==> config.mk <==
export PLATFORM = sky130hd
export DESIGN_NAME = gate_sequencer
export DESIGN_NICKNAME = d
export VERILOG_FILES = /design/src/rtl/gate_sequencer_pkg.sv /design/src/rtl/gate_sequencer_lamp_flasher.sv /design/src/rtl/gate_sequencer.sv
export SDC_FILE = /design/constraint.sdc
export NUM_CORES = 1
export LEC_CHECK = 0
export ABC_AREA = 1
export CAP_MARGIN = 30
export CELL_PAD_IN_SITES_DETAIL_PLACEMENT = 0
export CELL_PAD_IN_SITES_GLOBAL_PLACEMENT = 1
export CORE_UTILIZATION = 44
export CTS_CLUSTER_SIZE = 16
export DETAILED_ROUTE_END_ITERATION = 6
export HOLD_SLACK_MARGIN = 0.12
export PLACE_DENSITY = 0.79
export SYNTH_ARGS = -nofsm -noshare
export SYNTH_HDL_FRONTEND = slang
export SYNTH_SLANG_ARGS = --single-unit
export TNS_END_PERCENT = 30
==> constraint.sdc <==
create_clock -name Clk -period 3.19 [get_ports Clk]
set_input_delay 0.638 -clock Clk [delete_from_list [all_inputs] [get_ports Clk]]
set_output_delay 0.638 -clock Clk [all_outputs]
set_load 0.05 [all_outputs]
==> src/rtl/gate_sequencer_pkg.sv <==
// Shared definitions for the level-crossing gate sequencer:
// state encoding, default timings and timer sizing helper.
package gate_sequencer_pkg;

    typedef enum logic [2:0] {
        INIT     = 3'd0,
        OPEN     = 3'd1,
        WARN     = 3'd2,
        LOWERING = 3'd3,
        CLOSED   = 3'd4,
        HOLD     = 3'd5,
        RAISING  = 3'd6,
        FAULT    = 3'd7
    } gs_state_e;

    localparam int N_TRACKS_DEF     = 2;
    localparam int WARN_CYC_DEF     = 500;
    localparam int MOTOR_TO_CYC_DEF = 2000;
    localparam int CLEAR_CYC_DEF    = 300;
    localparam int FLASH_CYC_DEF    = 50;

    function automatic int max_cyc(input int a, input int b, input int c);
        int m;
        m = a;
        if (b > m) m = b;
        if (c > m) m = c;
        return m;
    endfunction

    localparam int TIMER_W =
        $clog2(max_cyc(WARN_CYC_DEF, MOTOR_TO_CYC_DEF, CLEAR_CYC_DEF) + 1);

endpackage

==> src/rtl/gate_sequencer_lamp_flasher.sv <==
// Square-wave warning lamp: toggles every FLASH_CYC cycles while enabled,
// first phase lit. Ports: Clk, Reset, enable in; lamp out.
module gate_sequencer_lamp_flasher #(
    parameter int FLASH_CYC = 50
) (
    input  logic Clk,
    input  logic Reset,
    input  logic enable,
    output logic lamp
);

    localparam int CW = (FLASH_CYC > 1) ? $clog2(FLASH_CYC) : 1;

    logic [CW-1:0] cnt;

    // Disabling clears the phase so the next enable starts lit.
    always_ff @(posedge Clk or posedge Reset) begin
        if (Reset) begin
            cnt  <= '0;
            lamp <= 1'b0;
        end else if (!enable) begin
            cnt  <= '0;
            lamp <= 1'b0;
        end else if (cnt == '0) begin
            lamp <= ~lamp;
            cnt  <= CW'(FLASH_CYC - 1);
        end else begin
            cnt <= cnt - 1'b1;
        end
    end

endmodule

==> src/rtl/gate_sequencer.sv <==
// Safety sequencer for a level-crossing boom: occupancy in, lamps/siren/motors out.
// Ports: Clk, Reset, occ, limit_down, limit_up, fault_clr in; motor_down, motor_up, lamp, siren, gate_open, fault, state_dbg out.
module gate_sequencer
    import gate_sequencer_pkg::*;
#(
    parameter int N_TRACKS     = N_TRACKS_DEF,
    parameter int WARN_CYC     = WARN_CYC_DEF,
    parameter int MOTOR_TO_CYC = MOTOR_TO_CYC_DEF,
    parameter int CLEAR_CYC    = CLEAR_CYC_DEF,
    parameter int FLASH_CYC    = FLASH_CYC_DEF
) (
    input  logic                Clk,
    input  logic                Reset,
    input  logic [N_TRACKS-1:0] occ,
    input  logic                limit_down,
    input  logic                limit_up,
    input  logic                fault_clr,
    output logic                motor_down,
    output logic                motor_up,
    output logic                lamp,
    output logic                siren,
    output logic                gate_open,
    output logic                fault,
    output logic [2:0]          state_dbg
);

    localparam int TW =
        $clog2(max_cyc(WARN_CYC, MOTOR_TO_CYC, CLEAR_CYC) + 1);

    // Loaded with N-1 so a timed state lasts exactly N cycles.
    localparam logic [TW-1:0] T_WARN  = TW'(WARN_CYC - 1);
    localparam logic [TW-1:0] T_MOTOR = TW'(MOTOR_TO_CYC - 1);
    localparam logic [TW-1:0] T_CLEAR = TW'(CLEAR_CYC - 1);

    gs_state_e     state, state_nx;
    logic [TW-1:0] timer, tval;
    logic          tload;
    logic          up_meta, up_s, dn_meta, dn_s;
    logic          any_occ, expired, lamp_en;

    // Not reset: the chain keeps sampling through reset, so the switch
    // levels are already valid when INIT makes its first decision.
    always_ff @(posedge Clk) begin
        up_meta <= limit_up;
        up_s    <= up_meta;
        dn_meta <= limit_down;
        dn_s    <= dn_meta;
    end

    assign any_occ = |occ;
    assign expired = (timer == '0);

    always_comb begin
        state_nx = state;
        tload    = 1'b0;
        tval     = '0;
        if (up_s && dn_s && state != FAULT) begin
            state_nx = FAULT;
        end else begin
            unique case (state)
                INIT: begin
                    if (up_s) begin
                        state_nx = OPEN;
                    end else begin
                        state_nx = RAISING;
                        tload    = 1'b1;
                        tval     = T_MOTOR;
                    end
                end
                OPEN: begin
                    if (any_occ) begin
                        state_nx = WARN;
                        tload    = 1'b1;
                        tval     = T_WARN;
                    end
                end
                WARN: begin
                    if (expired) begin
                        state_nx = LOWERING;
                        tload    = 1'b1;
                        tval     = T_MOTOR;
                    end
                end
                LOWERING: begin
                    if (dn_s)         state_nx = CLOSED;
                    else if (expired) state_nx = FAULT;
                end
                CLOSED: begin
                    if (!any_occ) begin
                        state_nx = HOLD;
                        tload    = 1'b1;
                        tval     = T_CLEAR;
                    end
                end
                HOLD: begin
                    if (any_occ) begin
                        state_nx = CLOSED;
                    end else if (expired) begin
                        state_nx = RAISING;
                        tload    = 1'b1;
                        tval     = T_MOTOR;
                    end
                end
                RAISING: begin
                    // A train arriving mid-raise always wins.
                    if (any_occ) begin
                        state_nx = LOWERING;
                        tload    = 1'b1;
                        tval     = T_MOTOR;
                    end else if (up_s) begin
                        state_nx = OPEN;
                    end else if (expired) begin
                        state_nx = FAULT;
                    end
                end
                FAULT: begin
                    if (fault_clr && !any_occ) state_nx = INIT;
                end
                default: state_nx = FAULT;
            endcase
        end
    end

    always_ff @(posedge Clk or posedge Reset) begin
        if (Reset) begin
            state <= INIT;
            timer <= '0;
        end else begin
            state <= state_nx;
            if (tload)        timer <= tval;
            else if (!expired) timer <= timer - 1'b1;
        end
    end

    // Drives follow the state one cycle late; motor_up also leads by one
    // cycle out of INIT so the raise starts as RAISING is entered.
    always_ff @(posedge Clk or posedge Reset) begin
        if (Reset) begin
            motor_down <= 1'b0;
            motor_up   <= 1'b0;
            siren      <= 1'b0;
            gate_open  <= 1'b0;
            fault      <= 1'b0;
        end else begin
            motor_down <= (state == LOWERING);
            motor_up   <= (state == RAISING) ||
                          (state == INIT && state_nx == RAISING);
            siren      <= (state == WARN) || (state == LOWERING) ||
                          (state == FAULT);
            gate_open  <= (state == OPEN);
            fault      <= (state == FAULT);
        end
    end

    assign lamp_en = !(state == OPEN || state == INIT);

    gate_sequencer_lamp_flasher #(
        .FLASH_CYC (FLASH_CYC)
    ) u_flasher (
        .Clk    (Clk),
        .Reset  (Reset),
        .enable (lamp_en),
        .lamp   (lamp)
    );

    assign state_dbg = state;

endmodule

==> metrics.cfg <==
[status]
status = completed

[pwr]
leakage_uw = 0.000913
p_comb_uw = 979
power_leader = combinational cells
internal_power_uw = 1020
power_frac_clock_pct = 12.1
cellPowerDensity_mw_per_mm2 = 1050

[final_layout]
clk_share_pct = 3.34
lay_top_count = nand2_1
logic_gates = 129
insertedDiodeCount = 0
fillCellCount = 327
drive_gt1_share_pct = 17.1
num-nonclk-inverters = 28
logic_area_sq_um = 684
buffer_area_share_pct = 8.78
ff_count = 30

[setup_path]
start_kind = flip-flop
r2r_cells = 11
crit_type = reg -> out
crit_family = buffers and inverters
cp-end-kind = output pin
critPathBufInv = 1
cp_max_fo = 8

[detailed_routing]
antenna_left = 0
drtIter0Drc = 60

[sta]
fin_crit_ns = 2.37
timing.hold.ws_ns = 0.340

[synth]
top_cell_area_share_pct = 42.5
ys_cells = 188
synth_chip_area_sq_mm = 0.00153
ys.flops = 30
synthTopCellsByArea = dfrtp_1 (42%), nand2_1 (9.8%), xor2_1 (5.7%)

[worst_hold_path]
holdPathStages = 0
min_to = dn_s
hold_class = reg -> reg

[clocking]
cts_root_buffer = clkbuf_4
clock-sinks = 30

[place]
gp_congestion = 0.806

[flow_run]
warnings = 27
max_cap_viol_count = 0

[grt]
grt_pass1_vias = 1081

## metal layers
layer | up-vias | wire length, microns | track usage (%)
met1 | 551 | 1460 | 24.7
li1 | 639 | - | -
met5 | - | 0 | 0
met3 | 5 | 133 | 5.76
met2 | 27 | 1340 | 27.8
met4 | 0 | 54 | 7.79
## per-stage QoR
stage / area (sq um) / total power (uW) / std cells / utilization (%) / setup slack [ns]
2_1_floorplan: 1530 / 1440 / 188 / - / 1.45
3_3_place_gp: 1740 / 1660 / 249 / 52.0 / 0.873
3_5_place_dp: 1740 / 1670 / 249 / 52.0 / 0.832
4_1_cts: 1800 / 1910 / 257 / 53.8 / 0.825
5_1_grt: 1800 / 2060 / 257 / 53.8 / 0.742
6_report: 1800 / 1890 / 257 / 53.8 / 0.823
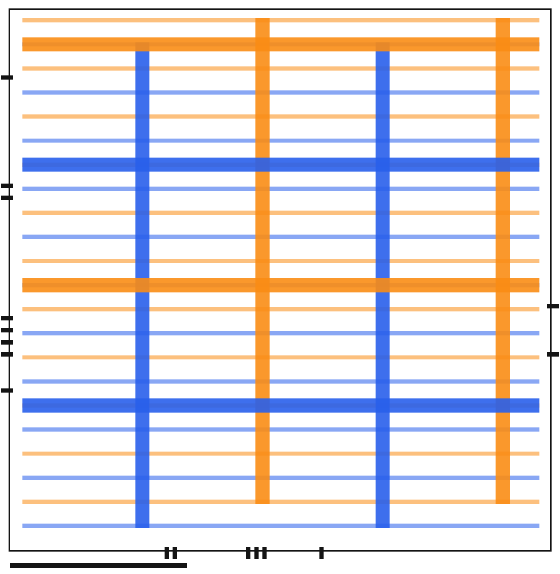
(images/pdn.png)
Bar = 20 microns. Pins as bars on the die edge.
VSS: drawn in blue. VDD: drawn in orange.
4 straps on met5. 4 straps on met4.
Core Box Area: 0.00334 sq mm
die x size: 61.0 microns
die height: 61.0 microns
Peak VDD IR: 0.000535 V

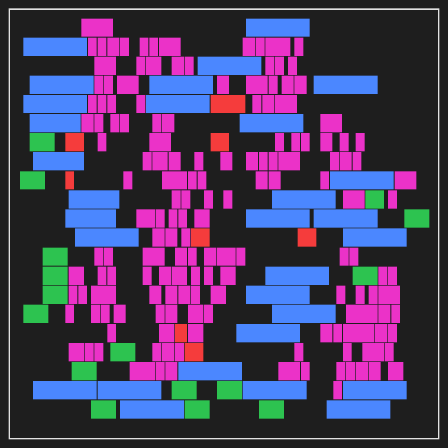
(images/cell_classes.png)
all other logic: drawn in magenta, cells 157, share of their area 45%. other buffers and delay cells: drawn in green, cells 16, share of their area 9.1%. clock drivers and dummy loads: drawn in red, cells 8, share of their area 3.5%. flip-flops: drawn in blue, cells 30, share of their area 42%.
row count: 21
fin area: 0.00180 sq mm
sequential portion of the cell area: 40.7%

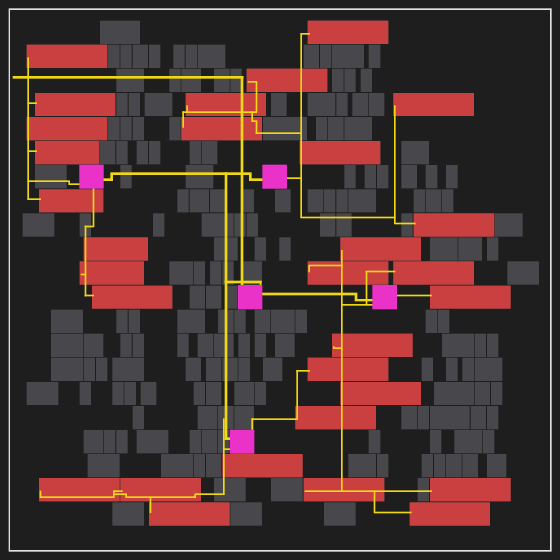
(images/clock_map.png)
cells driving clock nets: drawn in magenta, count 5. clock wires: drawn in yellow, length 358 microns. flip-flops: drawn in red, count 30.
There are 6 routed clock nets. Position of the flops: spread over the die.
clk ins delay skew pair: 0.33 ns
Clock net power: 229 uW

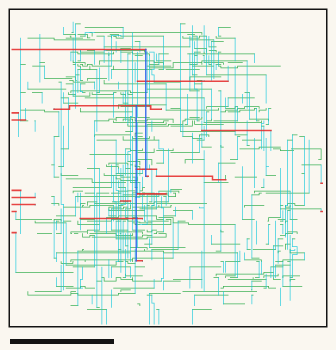
(images/metal_stack.png)
Bar = 20 microns.
met3: drawn in red, wire length 133 microns. met1: drawn in green, wire length 1460 microns. met4: drawn in blue, wire length 54.4 microns. met2: drawn in cyan, wire length 1340 microns.
via count: 1222
drt wl/cell: 11.6 microns
overall global routing resource usage: 18.5%
DRT Wirelength: 2990 microns

Power and IR drop assume default switching activity.
